## config.mk

```make
export PLATFORM = sky130hd
export DESIGN_NAME = wbus_arbiter
export DESIGN_NICKNAME = d
export VERILOG_FILES = /design/src/rtl/wbus_arbiter.sv
export SDC_FILE = /design/constraint.sdc
export NUM_CORES = 1
export LEC_CHECK = 0
export CELL_PAD_IN_SITES_DETAIL_PLACEMENT = 0
export CELL_PAD_IN_SITES_GLOBAL_PLACEMENT = 2
export CORE_MARGIN = 4
export CORE_UTILIZATION = 23
export DETAILED_ROUTE_END_ITERATION = 10
export PLACE_DENSITY = 0.95
export SLEW_MARGIN = 20
export SYNTH_ARGS = -nofsm -noshare
export SYNTH_HDL_FRONTEND = slang
export SYNTH_SLANG_ARGS = --single-unit
```

## constraint.sdc

```tcl
create_clock -name CLK -period 2.9 [get_ports CLK]
set_input_delay 0.29 -clock CLK [delete_from_list [all_inputs] [get_ports CLK]]
set_output_delay 0.29 -clock CLK [all_outputs]
set_load 0.01 [all_outputs]
```

## src/rtl/wbus_arbiter.sv

```systemverilog
// wbus_arbiter: round-robin W-bus arbiter with registered bus-hold value, one-cycle turnaround
// and an optional hold-time limit that forces release to prevent starvation.
module wbus_arbiter #(
  parameter int N_REQ    = 4,
  parameter int WIDTH    = 16,
  parameter int MAX_HOLD = 8
) (
  input  logic                   CLK,
  input  logic                   CLR,
  input  logic [N_REQ-1:0]       req,
  input  logic [N_REQ*WIDTH-1:0] data_in,
  output logic [N_REQ-1:0]       grant,
  output logic [2:0]             grant_id,
  output logic [WIDTH-1:0]       bus_out,
  output logic                   bus_valid,
  output logic                   busy,
  output logic                   timeout
);
  localparam int HW = MAX_HOLD > 1 ? $clog2(MAX_HOLD) : 1;
  typedef enum logic [1:0] {IDLE, OWN, TURN} state_t;
  state_t state, state_nx;
  logic [2:0] ptr, win;
  logic [HW-1:0] hold_cnt;
  logic [2*N_REQ-1:0] req2;
  logic [WIDTH-1:0] own_data;
  logic any, own_req, at_limit, release_own;
  assign req2 = {req, req};
  assign any = |req;
  // grant is one-hot on the owner while in OWN, so this picks req[owner]
  assign own_req = |(req & grant);
  assign at_limit = (MAX_HOLD != 0) && (32'(hold_cnt) == 32'(MAX_HOLD - 1));
  assign release_own = (state == OWN) && (!own_req || at_limit);
  assign busy = state != IDLE;
  // doubled request vector lets the search from ptr wrap without modulo indexing
  always_comb begin
    win = '0;
    for (int i = N_REQ - 1; i >= 0; i--)
      if (req2[int'(ptr) + i]) win = 3'((int'(ptr) + i) % N_REQ);
  end
  always_comb begin
    own_data = '0;
    for (int i = 0; i < N_REQ; i++)
      if (grant[i]) own_data = data_in[i*WIDTH +: WIDTH];
  end
  always_comb begin
    state_nx = state;
    state_nx = state == OWN ? (release_own ? TURN : OWN) : (any ? OWN : IDLE);
  end
  always_ff @(posedge CLK or posedge CLR)
    if (CLR) state <= IDLE;
    else state <= state_nx;
  always_ff @(posedge CLK or posedge CLR)
    if (CLR) begin
      grant     <= '0;
      grant_id  <= '0;
      bus_out   <= '0;
      bus_valid <= 1'b0;
      timeout   <= 1'b0;
      ptr       <= '0;
      hold_cnt  <= '0;
    end else begin
      timeout <= 1'b0;
      if (state != OWN) begin
        if (any) begin
          grant    <= N_REQ'(1) << win;
          grant_id <= win;
          hold_cnt <= '0;
        end
      end else if (release_own) begin
        grant     <= '0;
        bus_valid <= 1'b0;
        ptr       <= grant_id == 3'(N_REQ - 1) ? 3'd0 : grant_id + 3'd1;
        timeout   <= own_req;
      end else begin
        bus_out   <= own_data;
        bus_valid <= 1'b1;
        hold_cnt  <= hold_cnt + 1'b1;
      end
    end
endmodule

```

==> results_tabular.tex <==
% Table of physical implementation metrics
\begin{tabular}{lr}
\hline
Metric & Value \\
\hline
\multicolumn{2}{l}{\textbf{Final layout}} \\
Share of layout cells above drive strength 1 & 7.82\% \\
Most flop-heavy register & bus\_out \\
Number of inserted filler cells in the final layout & 799 \\
Number of flip-flops in the largest register & 16 \\
Multi-input combinational cell count & 138 \\
Non-clock inverter instance count of the final layout & 18 \\
Combinational cell area excluding buffers and inverters & 898 sq um \\
Fraction of cell area in non-clock buffers & 33.4\% \\
Highest-count logic cell in the final layout & sky130\_fd\_sc\_hd\_\_clkdlybuf4s50\_1 \\
Most numerous logic cells after layout & sky130\_fd\_sc\_hd\_\_clkdlybuf4s50\_1 (94), sky130\_fd\_sc\_hd\_\_dfrtp\_1 (31), sky130\_fd\_sc\_hd\_\_nand2\_1 (29), sky130\_fd\_sc\_hd\_\_nor2\_1 (21), sky130\_fd\_sc\_hd\_\_inv\_1 (18) \\
Register cell area after layout & 776 sq um \\
Buffers outside the clock class & 99 \\
Top flop regs & bus\_out: 16 flops, grant: 4 flops, hold\_cnt: 3 flops \\
Share of cell area taken by multi-input logic gates & 30.6\% \\
Fin area & 2930 sq um \\
Register share of the cell area & 26.5\% \\
Final net count & 366 \\
Post-route core utilization & 37.9\% \\
Growth of design area from synthesis to finish & 60.3\% \\
Largest area class, layout & non-clock buffers \\
Clock network share of area & 2.86\% \\
ANT cells & 0 \\
Final Non-Filler Cells & 396 \\
\multicolumn{2}{l}{\textbf{Synthesis}} \\
Cell area leaders & sky130\_fd\_sc\_hd\_\_dfrtp\_1 (42\%), sky130\_fd\_sc\_hd\_\_a211o\_1 (7.2\%), sky130\_fd\_sc\_hd\_\_a221oi\_1 (7.2\%) \\
Area fraction in full adders, half adders and majority gates & 2.05\% \\
Count of library flops with an enable pin & 0 \\
And+or+nand+nor area frac & 14.8\% \\
Proportion of synthesized area in mux cells & 1.16\% \\
Tally of yosys warning messages & 0 \\
Average size of a mapped cell & 8.97 sq um \\
Fraction of post-synthesis cell area in the top cell type by area & 42.4\% \\
XORs/XNORs by Area & 0\% \\
Cell total in the yosys stat output & 204 \\
Sequential share of the synthesized area & 42.4\% \\
List of most frequent post-synthesis cells & sky130\_fd\_sc\_hd\_\_dfrtp\_1 (31), sky130\_fd\_sc\_hd\_\_nand2\_1 (29), sky130\_fd\_sc\_hd\_\_nor2\_1 (21) \\
AO/OA Area Share & 30.9\% \\
Yosys cell types & 34 \\
Gate count of the mapped netlist & 204 \\
Main synth FF type & sky130\_fd\_sc\_hd\_\_dfrtp\_1 \\
Net count after synthesis & 277 \\
Summed instance area of the synthesized netlist & 1830 sq um \\
Cell accounting for the most synthesized area & sky130\_fd\_sc\_hd\_\_dfrtp\_1 \\
Cell with the most instances after synthesis & sky130\_fd\_sc\_hd\_\_dfrtp\_1 \\
Post-synthesis chip area from yosys & 1830 sq um \\
Synth Register Bits & 31 \\
Fraction of registers with async set/reset & 100\% \\
Biggest combinational cell group after synthesis & AND-OR/OR-AND gates \\
\multicolumn{2}{l}{\textbf{Final timing}} \\
Slew HR & 45.5\% \\
Min Tclk post-route & 1890 ps \\
RSZ-0062 raised after global routing & no \\
Worst hold slack & 390 ps \\
Total count of hold-check failures in the final report & 0 \\
Slew at the pin closest to its max-slew limit & 815 ps \\
Maximum clock frequency & 0.529 GHz \\
Final Worst Setup Slack & 1010 ps \\
Final Cycle Share & 65.2\% \\
Final count of pins violating max slew & 0 \\
Endpoints failing setup & 0 \\
\multicolumn{2}{l}{\textbf{Power and ir drop}} \\
Register share of total power & 30.1\% \\
Power in sequential cells & 767 uW \\
Switching power summed over all nets & 998 uW \\
Leakage Power & 1.20 nW \\
Power, Total & 2.55 mW \\
Pwr Density & 870 nW/um\^{}2 \\
Comb power frac & 57.4\% \\
Internal Power & 1.55 mW \\
Max VDD drop & 0.271 mV \\
Proportion of power drawn by the clock network & 12.6\% \\
Combinational gate power & 1.46 mW \\
Leading power group & combinational logic \\
Sw Ratio & 39.1\% \\
\multicolumn{2}{l}{\textbf{Drt}} \\
Number of remaining DRC errors & 0 \\
Violation tally from detailed-route iteration zero & 62 \\
Routed wirelength normalized by instance count & 13.6 um \\
Number of detailed-route iterations in the first pass & 4 \\
Post-detailed-routing wire length & 5400 um \\
Via Count & 1844 \\
Post-detailed-route via-to-cell ratio & 4.66 \\
Number of nets with antenna violations after detailed routing & 0 \\
\multicolumn{2}{l}{\textbf{Flow run}} \\
Stage-log warning count & 26 \\
Number of max-cap violations & 0 \\
\multicolumn{2}{l}{\textbf{Critical path}} \\
Kind of launch point of the worst setup path & register \\
Startpoint of the worst-slack reg-to-reg timing path & grant[1] \\
Slowest library cell on the worst path & sky130\_fd\_sc\_hd\_\_clkdlybuf4s50\_1 \\
Classification of the worst setup path & reg -> out \\
Type of destination of the critical path & output port \\
Worst endpoint data arrival time & 1600 ps \\
Max incr delay on CP & 610 ps \\
Critical Path RT & 2610 ps \\
Maximum fanout along the worst path & 34 \\
Slack of the worst reg-to-reg path & 1090 ps \\
Buffer and inverter count on the worst path & 2 \\
Length in cells of the worst reg-to-reg path & 5 \\
Number of logic stages on the critical path including buffering & 2 \\
Chain of cells forming the critical path & buf\_4 -> clkdlybuf4s50\_1 \\
RR Endpoint & ptr[1] \\
Kind of cell adding the most delay to the critical path & buffers and inverters \\
\multicolumn{2}{l}{\textbf{Global route}} \\
Pin count of the biggest net entering global routing & 38 \\
Leftover overflow at the end of global routing & 0 \\
Gr usage total & 11.4\% \\
Global-route wire length before repair & 8740 um \\
Vias in the first global route & 1855 \\
Initial antenna violation count & 0 \\
\multicolumn{2}{l}{\textbf{Clock tree}} \\
H-tree levels & 2 \\
Hold-fix buffers, CTS & 0 \\
Number of CTS-inserted buffers & 5 \\
Post-CTS Resized & 0 \\
Clock-pin slew reported for the worst setup and hold paths after clock tree synthesis & 60 ps \\
Later-pin clock latency in the skew report & 280 ps \\
Number of buffers on the longest clock path & 2 \\
TritonCTS clock tree & yes \\
CTS Root Cell & sky130\_fd\_sc\_hd\_\_clkbuf\_8 \\
Post-CTS setup repair buffer count & 0 \\
\multicolumn{2}{l}{\textbf{Placement}} \\
DP Worst Slack & 818 ps \\
PortBufs & 94 \\
Weighted congestion at the end of routability-driven global placement & 0.830 \\
Detailed-placement wirelength estimate & 4030 um \\
Post-place instance area & 2850 sq um \\
Placed instance count & 388 \\
\multicolumn{2}{l}{\textbf{Floorplan}} \\
Number of cell rows & 32 \\
Share of the core filled by cells before placement & 23.7\% \\
Die area & 9440 sq um \\
Number of placed I/O pins & 96 \\
Width of the chip & 97.2 um \\
Count of inserted tapcells & 102 \\
Core region area & 7730 sq um \\
Vertical extent of the die & 97.2 um \\
\multicolumn{2}{l}{\textbf{Run status}} \\
Outcome & complete, no violations \\
\multicolumn{2}{l}{\textbf{Min path}} \\
Class of the tightest hold or removal check & in -> async \\
\hline
\end{tabular}
## worst max-delay path by stage
stage	start	to	slack (ps)
floorplan	grant[3]	ptr[1]	1270
global placement	req[2]	hold_cnt[0]	870
detailed placement	req[0]	ptr[1]	820
CTS	grant[3]	grant[3]	960
global route	grant[2]	grant[2]	920
finish	grant[2]	grant[2]	1010
## per-layer routing
layer	share of wire, %	vias up	GRT usage, %
li1	-	912	-
met2	48	76	18.8
met5	0	-	0
met4	0.89	0	3.24
met3	11	4	5.10
met1	41	852	13.3
## cell families (layout without fill, tap and decap cells)
kind of cell	count (synthesis)	in the layout
AND/OR/NAND/NOR	62	62
flip-flops	31	31
AND-OR/OR-AND	70	70
buffers and inverters	35	125
other	1	1
adder cells (fa/ha/maj)	3	3
multiplexers	2	2
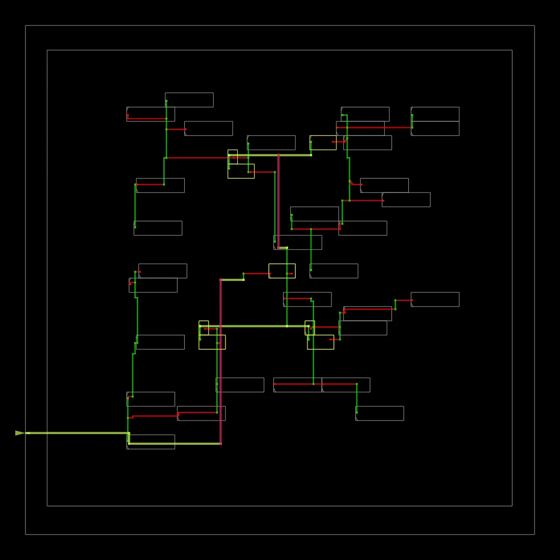
(images/final_clocks.png)
number of clock buffers in the layout: 5
total number of clock tree sinks: 31
Power Clock: 321 uW
Fin Clk Skew: 1.78 ps
registers: 31

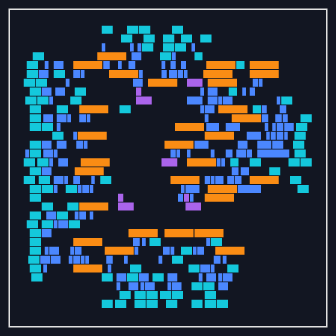
(images/cell_classes.png)
- cyan: other buffers and delay cells (cells 99)
- orange: flip-flops (cells 31)
- blue: all other logic (cells 156)
- purple: clock drivers and dummy loads (cells 8)

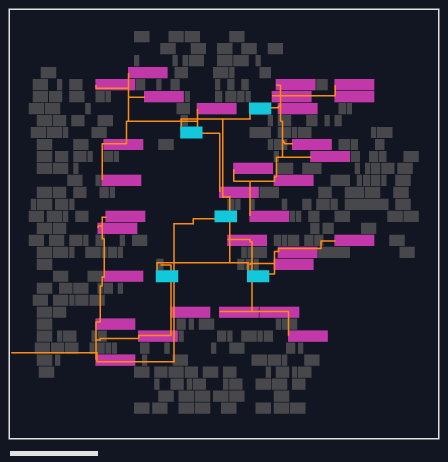
(images/clock_map.png)
Scale bar: 20 um.
- orange: clock wires (length 464 um)
- magenta: flip-flops (count 31)
- cyan: cells driving clock nets (count 5)
- routed clock nets: 6

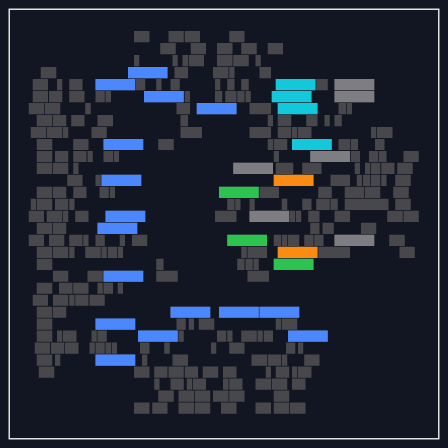
(images/registers.png)
- orange: state (sequential cells 2)
- cyan: grant (sequential cells 4)
- green: hold_cnt (sequential cells 3)
- blue: bus_out (sequential cells 16)

Power figures rest on the tool's default switching activity, not on a simulated workload.
